File: src/rtl/sig_dump.sv
// sig_dump: register-programmed engine that reads RAM words BEGIN..END over the host bus and streams them out as a signature
module sig_dump #(
    parameter int AddrWinBits = 10,
    parameter int MaxWords    = 4096
) (
    input  logic        clk_i,
    input  logic        rst_ni,
    input  logic        dev_req_i,
    input  logic        dev_we_i,
    input  logic [31:0] dev_addr_i,
    input  logic [31:0] dev_wdata_i,
    input  logic [3:0]  dev_be_i,
    output logic        dev_rvalid_o,
    output logic [31:0] dev_rdata_o,
    output logic        dev_err_o,
    output logic        host_req_o,
    input  logic        host_gnt_i,
    output logic [31:0] host_addr_o,
    input  logic        host_rvalid_i,
    input  logic [31:0] host_rdata_i,
    input  logic        host_err_i,
    output logic        sig_valid_o,
    input  logic        sig_ready_i,
    output logic [31:0] sig_data_o,
    output logic        sig_last_o,
    output logic        busy_o,
    output logic        done_o
);
    localparam int OffBits = AddrWinBits - 2;

    typedef enum logic [1:0] {IDLE, REQ, WAIT, EMIT} state_t;

    state_t             state, state_nx;
    logic [31:0]        beg_addr, end_addr, ptr, count, data;
    logic               done, err;
    logic [OffBits-1:0] off;
    logic               sel_beg, sel_end, sel_ctrl, sel_stat, sel_cnt;
    logic               acc_err, wr_ok, start, run_ok, fire, last;
    logic [31:0]        wmask, rd_mux, beg_aln;
    logic               unused_addr;

    assign unused_addr = ^{dev_addr_i[31:AddrWinBits], dev_addr_i[1:0]};

    assign off      = dev_addr_i[AddrWinBits-1:2];
    assign sel_beg  = off == OffBits'(0);
    assign sel_end  = off == OffBits'(1);
    assign sel_ctrl = off == OffBits'(2);
    assign sel_stat = off == OffBits'(3);
    assign sel_cnt  = off == OffBits'(4);

    // Unmapped offsets, writes to read-only regs, reads of CTRL and reprogramming mid-run are rejected
    assign acc_err = ~(sel_beg | sel_end | sel_ctrl | sel_stat | sel_cnt)
                   | (dev_we_i & (sel_stat | sel_cnt))
                   | (~dev_we_i & sel_ctrl)
                   | (dev_we_i & busy_o & (sel_beg | sel_end | sel_ctrl));
    assign wr_ok   = dev_req_i & dev_we_i & ~acc_err;
    assign start   = wr_ok & sel_ctrl & dev_be_i[0] & dev_wdata_i[0];
    assign wmask   = {{8{dev_be_i[3]}}, {8{dev_be_i[2]}}, {8{dev_be_i[1]}}, {8{dev_be_i[0]}}};
    assign beg_aln = {beg_addr[31:2], 2'b00};
    assign run_ok  = beg_aln < end_addr;
    assign rd_mux  = sel_beg  ? beg_addr :
                     sel_end  ? end_addr :
                     sel_stat ? {29'b0, err, done, busy_o} :
                     sel_cnt  ? count : '0;

    // Last beat when the next word would reach END (33-bit to avoid wrap) or the word budget is spent
    assign last   = ({1'b0, ptr} + 33'd4 >= {1'b0, end_addr}) | (count + 32'd1 == 32'(MaxWords));
    assign fire   = sig_valid_o & sig_ready_i;
    assign busy_o = state != IDLE;
    assign done_o = done;

    // State register
    always_ff @(posedge clk_i or negedge rst_ni) begin
        if (!rst_ni) state <= IDLE;
        else         state <= state_nx;
    end

    // Next-state and bus/stream outputs; outputs are zero outside their owning state
    always_comb begin
        state_nx    = state;
        host_req_o  = 1'b0;
        host_addr_o = '0;
        sig_valid_o = 1'b0;
        sig_data_o  = '0;
        sig_last_o  = 1'b0;
        case (state)
            IDLE: if (start && run_ok) state_nx = REQ;
            REQ: begin
                host_req_o  = 1'b1;
                host_addr_o = ptr;
                if (host_gnt_i) state_nx = WAIT;
            end
            WAIT: if (host_rvalid_i) state_nx = host_err_i ? IDLE : EMIT;
            EMIT: begin
                sig_valid_o = 1'b1;
                sig_data_o  = data;
                sig_last_o  = last;
                if (sig_ready_i) state_nx = last ? IDLE : REQ;
            end
            default: state_nx = IDLE;
        endcase
    end

    // Register file, device responses and run bookkeeping
    always_ff @(posedge clk_i or negedge rst_ni) begin
        if (!rst_ni) begin
            beg_addr     <= '0;
            end_addr     <= '0;
            ptr          <= '0;
            count        <= '0;
            data         <= '0;
            done         <= 1'b0;
            err          <= 1'b0;
            dev_rvalid_o <= 1'b0;
            dev_rdata_o  <= '0;
            dev_err_o    <= 1'b0;
        end else begin
            dev_rvalid_o <= dev_req_i;
            dev_err_o    <= dev_req_i & acc_err;
            dev_rdata_o  <= (dev_req_i && !dev_we_i && !acc_err) ? rd_mux : '0;
            if (wr_ok && sel_beg) beg_addr <= (beg_addr & ~wmask) | (dev_wdata_i & wmask);
            if (wr_ok && sel_end) end_addr <= (end_addr & ~wmask) | (dev_wdata_i & wmask);
            if (start) begin
                done  <= ~run_ok;
                err   <= 1'b0;
                count <= '0;
                ptr   <= beg_aln;
            end
            if (state == WAIT && host_rvalid_i) begin
                data <= host_rdata_i;
                if (host_err_i) begin
                    err  <= 1'b1;
                    done <= 1'b1;
                end
            end
            if (fire) begin
                ptr   <= ptr + 32'd4;
                count <= count + 32'd1;
                if (last) done <= 1'b1;
            end
        end
    end
endmodule

File: config.mk
export PLATFORM = sky130hd
export DESIGN_NAME = sig_dump
export DESIGN_NICKNAME = d
export VERILOG_FILES = /design/src/rtl/sig_dump.sv
export SDC_FILE = /design/constraint.sdc
export NUM_CORES = 1
export LEC_CHECK = 0
export ABC_AREA = 1
export CORE_AREA = 8 8 205 207
export DETAILED_ROUTE_END_ITERATION = 16
export DIE_AREA = 0 0 213 215
export HOLD_SLACK_MARGIN = 0.15
export PLACE_DENSITY = 0.58
export SYNTH_ARGS = -nofsm -noshare
export SYNTH_HDL_FRONTEND = slang
export SYNTH_SLANG_ARGS = --single-unit
File: constraint.sdc
create_clock -name clk_i -period 9.5 [get_ports clk_i]
set_input_delay 2.85 -clock clk_i [delete_from_list [all_inputs] [get_ports clk_i]]
set_output_delay 2.85 -clock clk_i [all_outputs]
set_load 0.1 [all_outputs]
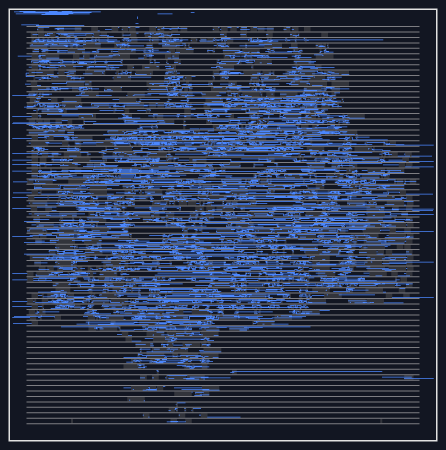
Figure 1: run 1, met1 routing.
Scale: 2 px per um. Supply wires on this layer in grey. Cells faint in the background.
share of all routed wire = 45%
longest straight run = 95.2 um

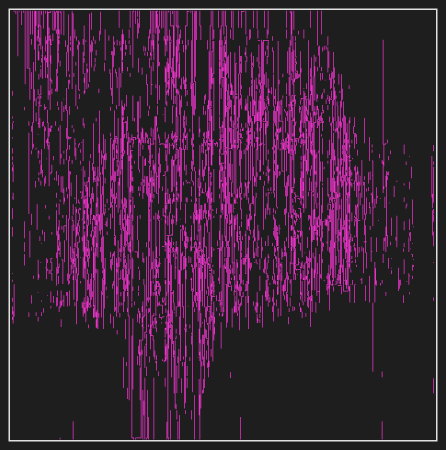
Figure 2: run 1, met2 routing.
Scale: 2 px per um.
nets with wire on the layer = 1546
longest straight run = 65.5 um
share of all routed wire = 46%
wire length on this layer = 18500 um

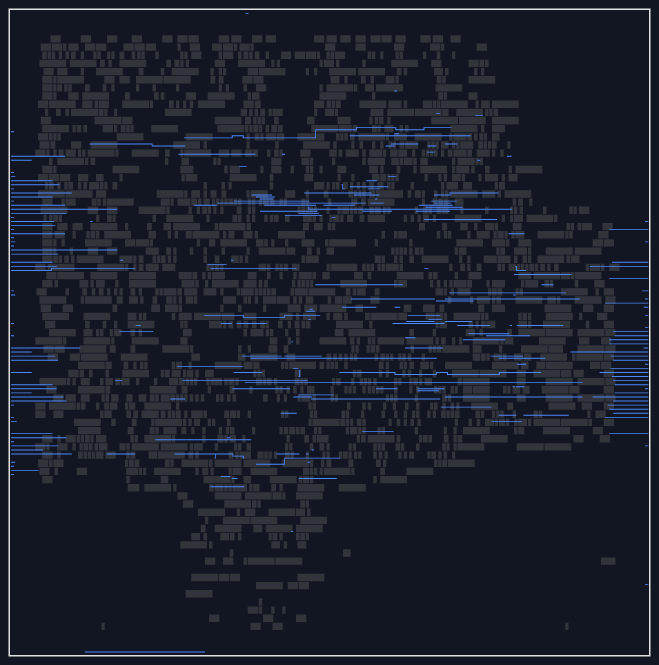
Figure 3: run 1, signal wires on met3.
Scale: 3 px per um. Cells faint in the background.
longest straight run = 112 um
share of all routed wire = 6.8%
main direction = horizontal

==> run summary, run 1 <==
status -> finished clean
Filler cells -> 4111
Starting DRT DRC Count -> 829
IO Pins -> 211
crit start category -> flop
Detail Route Antenna Nets -> 0
Max Cap Violations -> 0
initial antenna violation count -> 0
Syn Std Cell Area -> 11890 um^2
Synth Seq Share -> 41.26%
clock latency on the worst-skew pair -> 460 ps
crit-path leading delay family -> simple AND/OR/NAND/NOR gates
most frequent CP cell -> nand2_1
crit path cell chain -> ha_1, nand2_1, nor2_2, nand2_1, nor2_1, nand4_1, nor3_1, xor2_1, inv_1, ha_1, nand2_1, nor2_1, nand4_1, nor2_1, nand2_1, nand2_1, a21oi_1, nand2_1, a21oi_2, a21oi_1, clkdlybuf4s50_1
drt first pass iters -> 6
yosys cell count -> 1601
Arrival @ worst endpoint -> 5020 ps
Post-CTS Resized -> 0
Relative slew margins -> 28.60%
Cell area leaders -> dfrtp_1, nand2_1, inv_1
total congestion overflow -> 0
Final #Nets -> 1932
Clock Skews -> 13.38 ps
cycle use final -> 82.88%
gr usage total -> 17.70%
Rows -> 73
die footprint -> 45800 um^2
Die Width -> 213 um
CTS H-tree depth -> 4
Max VDD drop -> 0.0001285 V
P_leak -> 6.759 nW
proportion of layout cells with a drive suffix above 1 -> 6.197%
CP bufs+invs -> 2
Yosys top cell by area -> dfrtp_1
leading cell type by number of instances after synthesis -> nand2_1
Synth top cells by count -> nand2_1, inv_1, nor2_1, dfrtp_1, o21ai_0
clock root cell -> clkbuf_16
Synth cell types -> 43
Via Count -> 11180
vias in the first global route -> 10960
Power Density -> 219.0 nW/um^2
Setup TNS -> 0 ps
# diodes -> 0
fin crit period -> 7874 ps
Total Wirelength -> 40420 um
CTS max path bufs -> 2
CTS Buf Count -> 17
Max stage delay on crit path -> 1190 ps
Worst Setup End Kind -> output port
HP Class -> flop to flop
Setup Viol. Count Final -> 0
Crit Path Category -> flop to output port
P&R area growth vs syn -> 24.77%
final-report max-slew violation count -> 0
Yosys reg bits -> 196
Yosys chip area -> 11890 um^2
Placer Congestion -> 0.9599
CTS tree -> done
ys async rst share -> 100.0%
CP max-delay cell -> clkdlybuf4s50_1
Die Height -> 215 um
FP Util -> 30.48%
Most common reg cell -> dfrtp_1
RSZ-0062 raised after global routing -> false
Cells after Synth -> 1601
endpoints failing hold -> 0
Core Area -> 39000 um^2
HPWL Detailed -> 31370 um
Worst Max-Slew Pin Slew -> 1070 ps
Clock Sinks -> 196
CP Max Fanout -> 6
Hold-fix buffers, CTS -> 0
Port Buffer Count -> 184
Synth top area share -> 41.26%
flip-flops with a built-in enable -> 0
Routed WL per cell -> 17.57 um
DR vias/cell -> 4.860
syn_area_per_cell -> 7.424 um^2
first-pass GRT wire length -> 62880 um
Post CTS Setup Buffer Count -> 0
Max Freq -> 127.0 MHz
CP required -> 6650 ps
Log Warnings -> 50
# DRC -> 0
Yosys warning total -> 0
WHS -> 495.8 ps
Clock Pin Slew Worst Setup and Hold Paths -> 80 ps
largest net degree at the start of global routing -> 69
==> run 1: cells in the final DEF, fill, tap and decap left out, types with 5 or more instances in the layout <==
master           count
o22ai_1              9
a221oi_1            19
nand3_1             48
clkbuf_16           17
a21oi_1             72
clkdlybuf4s50_1    183
o221ai_1            10
o211ai_1            15
o21ai_0             85
clkinv_8             5
buf_4                9
nor2_1             221
nand2_1            408
nor2_4               5
xor2_1              19
dfrtp_1            196
ha_1                62
nand2_2              7
nand4_1             16
nor2_2               7
o21ai_2             33
nor3_1              11
a211oi_1            21
a31oi_1              9
nor4_1               6
inv_1              240
==> run 1: power by group <==
group	internal (W)	switching [W]	total, W
registers	0.00102	0.000196	0.00121
clock network	0.000368	0.000380	0.000748
logic	0.000380	0.000907	0.00129
==> run 1: through the flow <==
step           cell area [um^2]  total power, W  utilization (%)  std cells  worst slack, ps
6_report                  14830        0.003248            38.03       2300             1626
5_1_grt                   14830        0.003472            38.03       2300             1309
4_1_cts                   14830        0.003273            38.03       2300             1689
3_5_place_dp              14220        0.002511            36.46       2268             2201
3_3_place_gp              14220        0.002495            36.46       2268             2220
2_1_floorplan             11890        0.002115                -       1602             2745
==> run 1: metal layers <==
layer	vias to the layer above	track usage, %	part of all wire [%]	wire, um
li1	5483	-	-	-
met1	5317	23.26	45	18070
met2	335	28.23	46	18540
met3	44	4.308	6.7	2727
met4	0	5.614	2.6	1071
met5	-	0	0	0
==> run 1: worst paths after layout <==
kind | startpoint | endpoint | slack [ps] | cells after the start
min reg2reg | beg_addr[1]$_DFFE_PN0P_ | beg_addr[1]$_DFFE_PN0P_ | 500 | 2
min in group asynchronous | rst_ni | dev_rdata_o[31]$_DFF_PN0_ | 2390 | 1
max in group asynchronous | rst_ni | data[9]$_DFFE_PN0P_ | 5790 | 2
min | beg_addr[1]$_DFFE_PN0P_ | beg_addr[1]$_DFFE_PN0P_ | 500 | 2
max | ptr[2]$_DFFE_PN0P_ | sig_last_o | 1630 | 21
max reg2reg | ptr[2]$_DFFE_PN0P_ | done_o$_DFF_PN0_ | 5760 | 20
==> run 1: tightest hold or removal path, delay by kind of cell, from the launching register on <==
family	cells	cell delay, ps
AOI/OAI and AO/OA	1	60
DFF	1	350
and+or+nand+nor	1	50
==> run 1: cell families after synthesis <==
kind of cell    after synthesis  synth area share, %
compound gates              284                15.25
fa+ha+maj                    62                6.526
buf+inv                     297                9.926
xor+xnor                     19                1.400
simple gates                742                25.60
flops                       196                41.26
other cells                   1              0.03155
==> run 1: registers in the layout (all words and copies together), names as in the netlist, 2 cells and up <==
| name | flops |
|---|---|
| data | 32 |
| dev_rdata_o | 32 |
| count | 32 |
| end_addr | 32 |
| ptr | 30 |
| state | 2 |
| beg_addr | 32 |
==> run 1: layout make-up <==
type	instances	area, um^2	share of cell area [%]
flip-flops and latches	196	4905	33.07
clock buffers	19	452.9	3.054
clock inverters	13	156.4	1.055
repair buffers	193	1913	12.90
multi-input cells	1109	5827	39.29
inverters	245	919.6	6.201
well taps	525	656.9	4.429
--- run 2 (diff from run 1) ---
==> constraint.sdc (replaced) <==
create_clock -name clk_i -period 8.15 [get_ports clk_i]
set_input_delay 2.445 -clock clk_i [delete_from_list [all_inputs] [get_ports clk_i]]
set_output_delay 2.445 -clock clk_i [all_outputs]
set_load 0.1 [all_outputs]
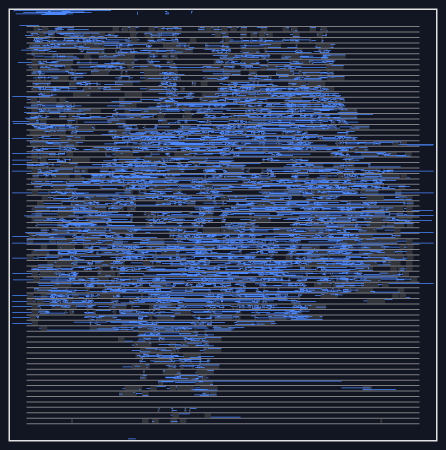
Figure 4: run 2, met1 routing.
Scale: 2 px per um. Supply wires on this layer in grey. Cells faint in the background.
longest straight run = 91.5 um
main direction = horizontal
share of all routed wire = 46%
nets with wire on the layer = 1777
wire length on this layer = 18600 um

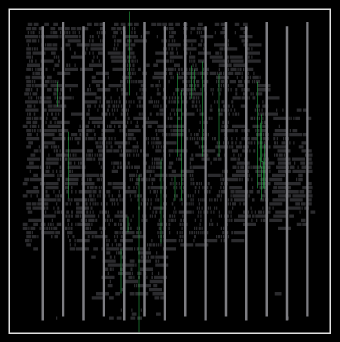
Figure 5: run 2, M4 wires.
Scale: 1.5 px per um. Supply wires on this layer in grey. Cells faint in the background.
wire length on this layer = 817 um
longest straight run = 105 um
main direction = vertical
nets with wire on the layer = 14
share of all routed wire = 2.0%

==> run summary, run 2 <==
Max VDD drop -> 0.0001659 V
Place WS -> 2125 ps
fin crit period -> 6629 ps
Yosys chip area -> 11890 um^2
die footprint -> 45800 um^2
P&R area growth vs syn -> 24.42%
status -> finished clean
yosys cell count -> 1601
Max Freq -> 150.8 MHz
Post-CTS Resized -> 0
Arrival @ worst endpoint -> 4180 ps
Routed WL per cell -> 17.57 um
RSZ-0062 raised after global routing -> false
Setup WS post-layout -> 1521 ps
gr usage total -> 17.67%
CP required -> 5710 ps
Top logic family -> simple AND/OR/NAND/NOR gates
area fraction in mux cells -> 0%
clock root cell -> clkbuf_16
CTS H-tree depth -> 4
cycle use final -> 81.34%
Syn Std Cell Area -> 11890 um^2
P_leak -> 6.748 nW
Reg area -> 4905 um^2
Power Density -> 254.0 nW/um^2
Rows -> 73
proportion of layout cells with a drive suffix above 1 -> 6.201%
Yosys warning total -> 0
most frequent cells in the layout -> nand2_1, inv_1, nor2_1
Synth top cells by count -> nand2_1, inv_1, nor2_1, dfrtp_1, o21ai_0
most frequent CP cell -> nand2_1
Yosys top cell by area -> dfrtp_1
IO Pins -> 211
# diodes -> 0
CP max-delay cell -> dfrtp_1
initial antenna violation count -> 1
Filler cells -> 4194
Core Area -> 39000 um^2
Clock Pin Slew Worst Setup and Hold Paths -> 80 ps
Clock Skews -> 13.95 ps
Final #Nets -> 1932
HPWL Detailed -> 31850 um
largest net degree at the start of global routing -> 74
final-report max-slew violation count -> 0
ys async rst share -> 100.0%
FP Util -> 30.48%
syn_area_per_cell -> 7.424 um^2
adder share -> 6.526%
CTS max path bufs -> 2
Max stage delay on crit path -> 510 ps
XOR/XNOR share of the synthesized area -> 1.400%
# DRC -> 0
Starting DRT DRC Count -> 842
Hold-fix buffers, CTS -> 0
DR vias/cell -> 4.841
Detail Route Antenna Nets -> 0
flip-flops with a built-in enable -> 0
Log Warnings -> 50
vias in the first global route -> 10970
leading cell type by number of instances after synthesis -> nand2_1
Gate Area -> 5827 um^2
Synth cell types -> 43
endpoints failing hold -> 0
Cells after Synth -> 1601
first-pass GRT wire length -> 63050 um
total congestion overflow -> 0
yosys aoi share -> 15.25%
Die Width -> 213 um
Setup Viol. Count Final -> 0
Worst Setup End Kind -> output port
Relative slew margins -> 27.21%
Top cell excl fill/tap -> nand2_1
Placer Congestion -> 0.9626
Most common reg cell -> dfrtp_1
crit path cell chain -> ha_1, nand2_1, nor2_2, nand2_1, nor2_1, nand4_1, nor3_1, xor2_1, inv_1, ha_1, a21oi_1, nor2_1, nor2_1, nand2_1, a21oi_1, nand2_1, a21oi_2, a21oi_1, buf_4
Die Height -> 215 um
Setup TNS -> 0 ps
Via Count -> 11130
clock latency on the worst-skew pair -> 450 ps
Yosys reg bits -> 196
crit start category -> flop
post-placement cell count -> 2268
Cell area leaders -> dfrtp_1, nand2_1, inv_1
CTS tree -> done
Max Cap Violations -> 0
HP Class -> flop to flop
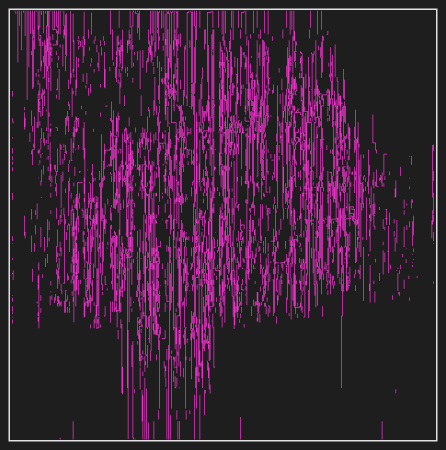
Figure 6: run 2, met2 routing.
Scale: 2 px per um.
longest straight run = 67.0 um
main direction = vertical
nets with wire on the layer = 1531
wire length on this layer = 18600 um
share of all routed wire = 46%

## run 2: final timing paths
path	from	endpoint	slack [ps]	depth (start not counted)
max in group asynchronous	rst_ni	data[2]$_DFFE_PN0P_	4880	2
worst min register to register	beg_addr[0]$_DFFE_PN0P_	beg_addr[0]$_DFFE_PN0P_	500	2
worst max register to register	ptr[2]$_DFFE_PN0P_	done_o$_DFF_PN0_	4410	20
min in group asynchronous	rst_ni	count[30]$_DFFE_PN0P_	1950	1
worst min-delay path	beg_addr[0]$_DFFE_PN0P_	beg_addr[0]$_DFFE_PN0P_	500	2
worst max-delay path	ptr[2]$_DFFE_PN0P_	sig_last_o	1520	19
## run 2: critical path, delay by kind of cell (launching register included)
family / cells / cell delay [ps]
AND-OR/OR-AND: 4 / 650
buffers and inverters: 2 / 350
adder cells (fa/ha/maj): 2 / 540
flip-flops: 1 / 510
AND/OR/NAND/NOR: 10 / 1430
XOR/XNOR: 1 / 240
## run 2: per-layer routing
layer  up-vias  part of all wire (%)  track usage, %  wire [um]
li1       5479                     -               -          -
met4         0                   2.0           4.648        816
met5         -                     0               0          0
met2       327                    46           28.50      18630
met3        39                   5.8           3.551       2334
met1      5285                    46           23.79      18620
## run 2: area by class of cell
class                   instances  area share [%]
clock inverters                14          0.9814
well taps                     525           4.442
clock buffers                  17           2.876
flip-flops and latches        196           33.16
repair buffers                193           12.92
inverters                     245           6.218
multi-input cells            1109           39.40
## run 2: per-stage QoR
step | hold slack [ps] | util [%] | power (W) | instance area, um^2
2_1_floorplan | 447.9 | - | 0.002465 | 11890
3_3_place_gp | 471.0 | 36.46 | 0.002911 | 14220
3_5_place_dp | 483.9 | 36.46 | 0.002932 | 14220
4_1_cts | 503.1 | 37.92 | 0.003776 | 14790
5_1_grt | 528.0 | 37.92 | 0.004009 | 14790
6_report | 498.2 | 37.92 | 0.003757 | 14790
## run 2: cell families after synthesis
family,after synthesis
fa+ha+maj,62
other cells,1
xor+xnor,19
buf+inv,297
flops,196
compound gates,284
simple gates,742
## run 2: power by group
group	leakage, nW	switching, W	internal, W
clock	0.277	0.000427	0.000406
combinational	3.95	0.00106	0.000442
sequential	2.52	0.000232	0.00119
--- run 3 (diff from run 2) ---
==> constraint.sdc (replaced) <==
create_clock -name clk_i -period 6.27 [get_ports clk_i]
set_input_delay 1.881 -clock clk_i [delete_from_list [all_inputs] [get_ports clk_i]]
set_output_delay 1.881 -clock clk_i [all_outputs]
set_load 0.1 [all_outputs]
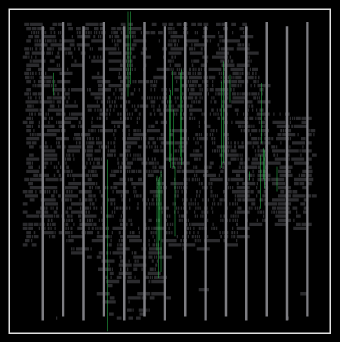
Figure 7: run 3, M4 wires.
Scale: 1.5 px per um. Supply wires on this layer in grey. Cells faint in the background.
nets with wire on the layer = 19
main direction = vertical
wire length on this layer = 1060 um
longest straight run = 114 um

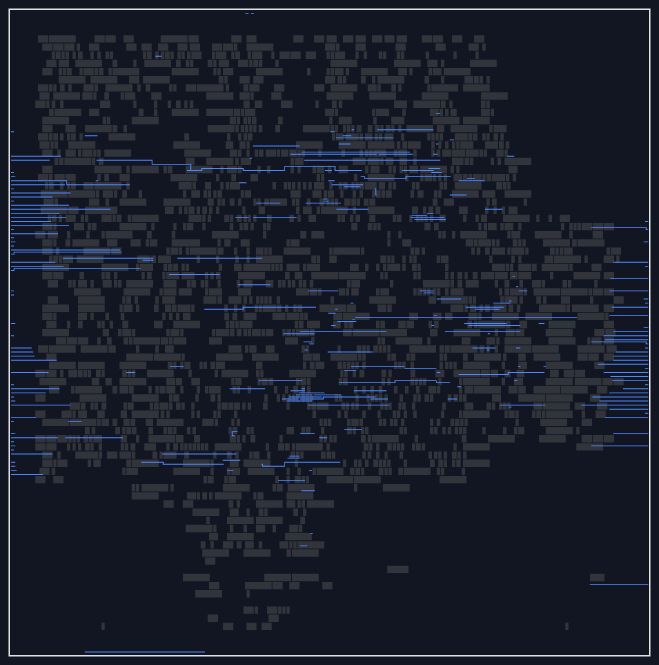
Figure 8: run 3, signal wires on met3.
Scale: 3 px per um. Cells faint in the background.
nets with wire on the layer = 182
longest straight run = 73.6 um

==> run summary, run 3 <==
Max Cap Violations -> 0
# diodes -> 0
CP required -> 4390 ps
Sw Share -> 45.40%
IO Pins -> 211
Filler cells -> 4097
HP Class -> flop to flop
Most common reg cell -> dfrtp_1
clock root cell -> clkbuf_16
Port Buffer Count -> 184
CTS max path bufs -> 2
Die Height -> 215 um
Power Density -> 331.1 nW/um^2
Synth top area share -> 41.26%
Clock Pin Slew Worst Setup and Hold Paths -> 70 ps
post-placement cell count -> 2269
Post-CTS Resized -> 0
P_leak -> 6.756 nW
Total Wirelength -> 41090 um
largest net degree at the start of global routing -> 123
Top cell excl fill/tap -> nand2_1
Routed WL per cell -> 17.87 um
crit start category -> flop
Yosys reg bits -> 196
FP Util -> 30.48%
Worst Setup End Kind -> output port
first-pass GRT wire length -> 64440 um
CP Max Fanout -> 6
Flop pwr share -> 37.5%
r2r startpoint -> ptr[2]$_DFFE_PN0P_
Logic pwr share -> 39.9%
Log Warnings -> 52
worst reg2reg setup slack -> 2830 ps
Final #Nets -> 1933
Arrival @ worst endpoint -> 3870 ps
Clock Sinks -> 196
proportion of layout cells with a drive suffix above 1 -> 6.370%
drt first pass iters -> 7
Reg2Reg Depth -> 22
Clock Skews -> 12.96 ps
Final Non-Filler Cells -> 2299
ys async rst share -> 100.0%
Core Area -> 39000 um^2
Yosys warning total -> 0
cycle use final -> 91.66%
Psw -> 0.002226 W
Placed Area -> 14230 um^2
Synth cell types -> 43
vias in the first global route -> 11230
Detail Route Antenna Nets -> 0
DR vias/cell -> 4.839
die footprint -> 45800 um^2
Hold-fix buffers, CTS -> 0
fin crit period -> 5747 ps
Setup Viol. Count Final -> 0
Hold Path Origin -> beg_addr[1]$_DFFE_PN0P_
Die Width -> 213 um
Yosys top cell by area -> dfrtp_1
Post CTS Setup Buffer Count -> 0
Pint -> 0.002677 W
Yosys chip area -> 11890 um^2
reg-to-reg endpoint -> done_o$_DFF_PN0_
RSZ-0062 raised after global routing -> false
Starting DRT DRC Count -> 855
CTS H-tree depth -> 4
Placer Congestion -> 0.9654
Synth top cells by count -> nand2_1, inv_1, nor2_1, dfrtp_1, o21ai_0
most frequent cells in the layout -> nand2_1, inv_1, nor2_1
leading cell type by number of instances after synthesis -> nand2_1
initial antenna violation count -> 0
hold path depth -> 2
syn_area_per_cell -> 7.424 um^2
Cells after Synth -> 1601
Via Count -> 11130
endpoints failing hold -> 0
Cell area leaders -> dfrtp_1, nand2_1, inv_1
flip-flops with a built-in enable -> 0
Max Freq -> 174.0 MHz
Max VDD drop -> 0.0001916 V
clock power share -> 22.5%
yosys cell count -> 1601
CTS Buf Count -> 17
Relative slew margins -> 26.85%
Worst Max-Slew Pin Slew -> 1091 ps
gr usage total -> 18.09%
Setup TNS -> 0 ps
# DRC -> 0
Hold EP -> beg_addr[1]$_DFFE_PN0P_
status -> finished clean
total congestion overflow -> 0
Rows -> 73
Synth Seq Share -> 41.26%
final instance area -> 14810 um^2
Crit Path Category -> flop to output port
Syn Std Cell Area -> 11890 um^2
final-report max-slew violation count -> 0
P&R area growth vs syn -> 24.61%
CTS tree -> done
HPWL Detailed -> 31810 um
clock latency on the worst-skew pair -> 460 ps
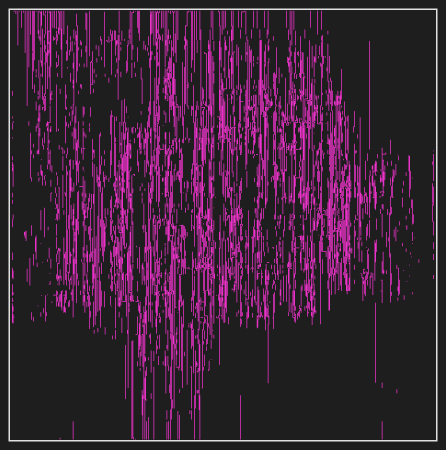
Figure 9: run 3, met2 routing.
Scale: 2 px per um.
nets with wire on the layer = 1526
main direction = vertical
wire length on this layer = 18900 um

run 3: cell counts after synthesis:
Identical to the previous run, type by type.
run 3: routing by layer:
layer / share of wire (%) / global-route usage (%) / up-vias
met5: 0 / 0 / -
met4: 2.6 / 5.890 / 0
met3: 5.5 / 3.638 / 52
met2: 46 / 28.55 / 329
met1: 46 / 24.45 / 5268
li1: - / - / 5476
run 3: worst max path at each step:
stage | start | endpoint | slack, ps | cells past startpoint
floorplan | ptr[2]$_DFFE_PN0P_ | sig_last_o | 480 | 20
global placement | ptr[2]$_DFFE_PN0P_ | sig_last_o | 820 | 19
detailed placement | ptr[2]$_DFFE_PN0P_ | sig_last_o | 780 | 19
CTS | ptr[2]$_DFFE_PN0P_ | sig_last_o | 260 | 19
global route | ptr[3]$_DFFE_PN0P_ | sig_last_o | 60 | 21
finish | ptr[2]$_DFFE_PN0P_ | sig_last_o | 520 | 21
run 3: logic make-up (layout without fill, tap and decap cells):
family	count (synthesis)	in the layout	share of synthesized area, %
AOI/OAI and AO/OA	284	284	15.25
adders and majority gates	62	62	6.526
buffers and inverters	297	469	9.926
and+or+nand+nor	742	742	25.60
other	1	2	0.03155
xor gates and xnor gates	19	19	1.400
DFF	196	196	41.26
run 3: worst max-delay path, cell delays in order, from the launching register on:
cell and delay [ps]:
dfrtp_2 440, ha_1 210, nand2_1 90, nor2_2 130, nand2_1 120, nor2_2 210
nand4_1 240, nor2_1 190, xor2_1 210, inv_1 60, ha_1 290, nand2_1 110
nor2_1 160, nand2_1 70, nor2_1 100, nand2_1 60, nand2_1 60, a21oi_1 40
nand2_1 80, a21oi_2 60, a21oi_1 190, buf_6 260
run 3: cell type report:
| cell class | count | area (um^2) | share of cell area [%] |
|---|---|---|---|
| clock buffers | 17 | 425.4 | 2.872 |
| clock inverters | 13 | 140.1 | 0.9461 |
| repair buffers | 194 | 1934 | 13.06 |
| well taps | 525 | 656.9 | 4.435 |
| inverters | 245 | 919.6 | 6.209 |
| multi-input cells | 1109 | 5829 | 39.36 |
| flip-flops and latches | 196 | 4906 | 33.12 |
run 3: metrics by stage:
step / total power [W] / setup WS (ps) / util, % / hold slack, ps
after floorplan: 0.003205 / 484.5 / - / 447.9
after global routing: 0.005263 / 64.88 / 37.98 / 501.6
after CTS: 0.004931 / 262.4 / 37.95 / 493.8
final: 0.004904 / 522.7 / 37.98 / 492.6
after global placement: 0.003785 / 816.5 / 36.50 / 470.6
after detailed placement: 0.003809 / 782.8 / 36.50 / 474.4
run 3: power by group through the flow:
stage	clock network (W)	logic [W]	registers (W)
finish	0.00111	0.00196	0.00184
global route	0.00118	0.00220	0.00188
CTS	0.00113	0.00197	0.00183
detailed placement	0	0.00196	0.00185
global placement	0	0.00194	0.00185
floorplan	0	0.00143	0.00178
Power figures rest on the tool's default switching activity, not on a simulated workload.
